==> config.mk <==
export PLATFORM = sky130hd
export DESIGN_NAME = flag_branch_unit_flat
export DESIGN_NICKNAME = d
export VERILOG_FILES = /design/src/rtl/flag_branch_unit_if.sv /design/src/rtl/flag_branch_unit.sv /design/src/flat_wrapper.sv
export SDC_FILE = /design/constraint.sdc
export NUM_CORES = 1
export LEC_CHECK = 0
export ABC_AREA = 1
export ABC_CLOCK_PERIOD_IN_PS = 2100
export CORE_MARGIN = 5
export CORE_UTILIZATION = 41
export CTS_CLUSTER_DIAMETER = 40
export CTS_CLUSTER_SIZE = 25
export DETAILED_ROUTE_END_ITERATION = 8
export PLACE_DENSITY = 0.9
export SETUP_SLACK_MARGIN = 0.2
export SLEW_MARGIN = 20
export SYNTH_ARGS = -nofsm -noshare
export SYNTH_HDL_FRONTEND = slang
export SYNTH_SLANG_ARGS = --single-unit
==> constraint.sdc <==
create_clock -name clk -period 2.1 [get_ports clk]
set_clock_uncertainty 0.15 [all_clocks]
set_input_delay 0.315 -clock clk [delete_from_list [all_inputs] [get_ports clk]]
set_output_delay 0.315 -clock clk [all_outputs]
set_load 0.005 [all_outputs]
==> images/met1.png <==
Scale bar: 20 um.
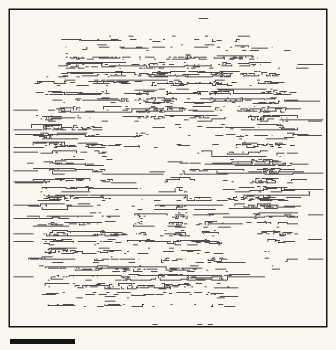
nets with wire on the layer: 609
share of all routed wire: 39%
Via Count: 3251
Post-Route WL: 9180 um
Global Route met1 Usage: 20.4%

==> images/met2.png <==
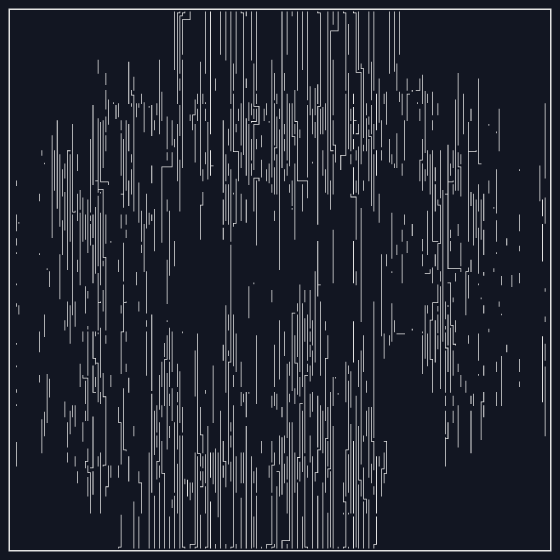
wire length on this layer: 4620 um
main direction: vertical
nets with wire on the layer: 542
longest straight run: 32.8 um
M2 GR Usage: 33.7%

==> images/final_congestion.png <==
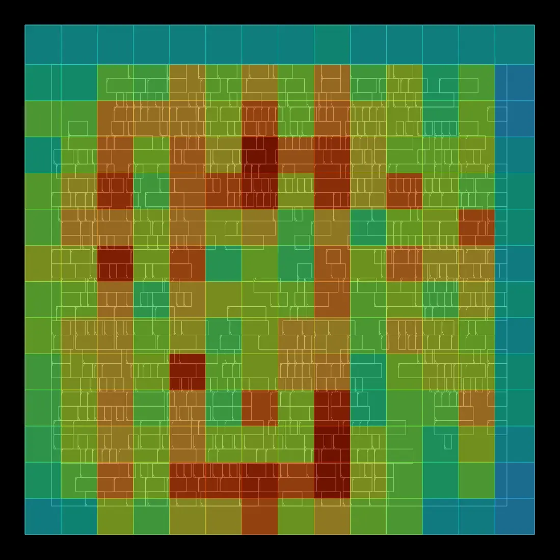
GRT busiest layer: met2
fin util: 66.4%
wire per inst: 12.9 um

==> images/met4.png <==
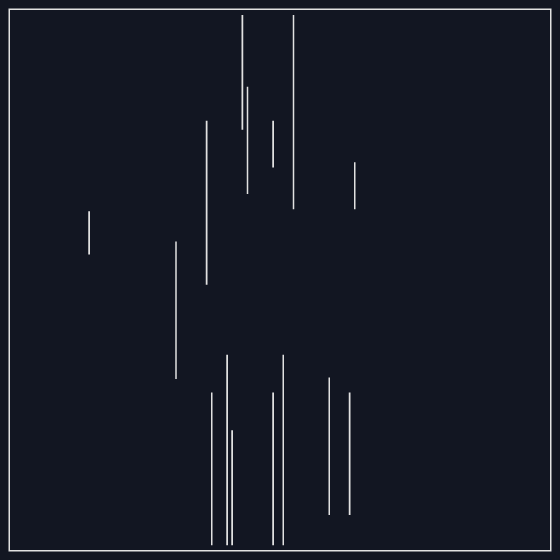
nets with wire on the layer: 14
main direction: vertical

==> images/met3.png <==
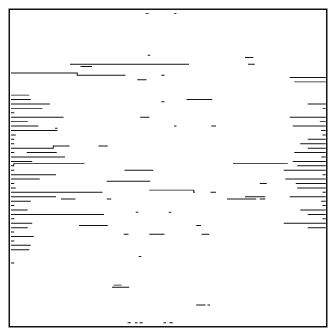
share of all routed wire: 7.4%
longest straight run: 36.3 um
nets with wire on the layer: 91
global-route met3 utilization: 6.03%

==> changes_impl.md <==
### Metrics

- Status: finished clean
- Crit path capture type: output port
- CP cell instances: inv_1 -> nor2_2 -> clkdlybuf4s50_1
- Critical path arrival: around 1400 ps
- Synth cell count leaders: 106 x nor2_1, 100 x inv_1, 72 x nand2_1, 71 x dfxtp_1, 36 x o21ai_0
- Maximum fanout along the worst path: 3
- Fin nets: a little under 700
- Buffers on Ports: 147
- Worst-Skew Late Latency: around 340 ps
- Gate Area: around 1100 um2
- Setup tns final: 0 ps
- # DRC: 0
- Top cells by area, synth: dfxtp_1 46%, nor2_1 13%, inv_1 12%
- Global-route wire length before repair: ~15000 um
- Peak Freq: between 500 and 600 MHz
- Routed wl met2: approximately 4600 um
- R2R cell count: 8
- Yosys xor share: 0%
- Top pwr grp: sequential cells
- Place WS: -55.7 ps
- Clock Buffer Count: 9
- Clock network area share: 3.83%
- Final Hold Vio Count: 0
- Antenna violations before repair: 0
- Kind of critical path: register to output port
- Seq share, synth: 45.5%
- Most common logic cells in the final layout: 144 x clkdlybuf4s50_1, 105 x nor2_1, 99 x inv_1
- WP buf/inv: 2
- Wl on met1: 3540 um
- Power Total: approximately 0.0034 W
- Asr flop ratio synth: 0%
- Critical path depth: 3
- Adder-Cell Fraction of Synth Area: 0%
- Post-route cell area: around 4900 um2
- Inverters: 107
- Diodes inserted: 0
- Lkg Pwr: 2.26 nW
- CP Launch Type: register
- Distinct lib cells used: 21
- Yosys top cell by area: dfxtp_1
- Post-CTS Hold Buffers: 0
- CP required: roughly 1600 ps
- HP Class: register to register
- Worst hold path depth: 2
- Share of layout cells above drive strength 1: 6.54%
Power figures rest on the tool's default switching activity, not on a simulated workload.
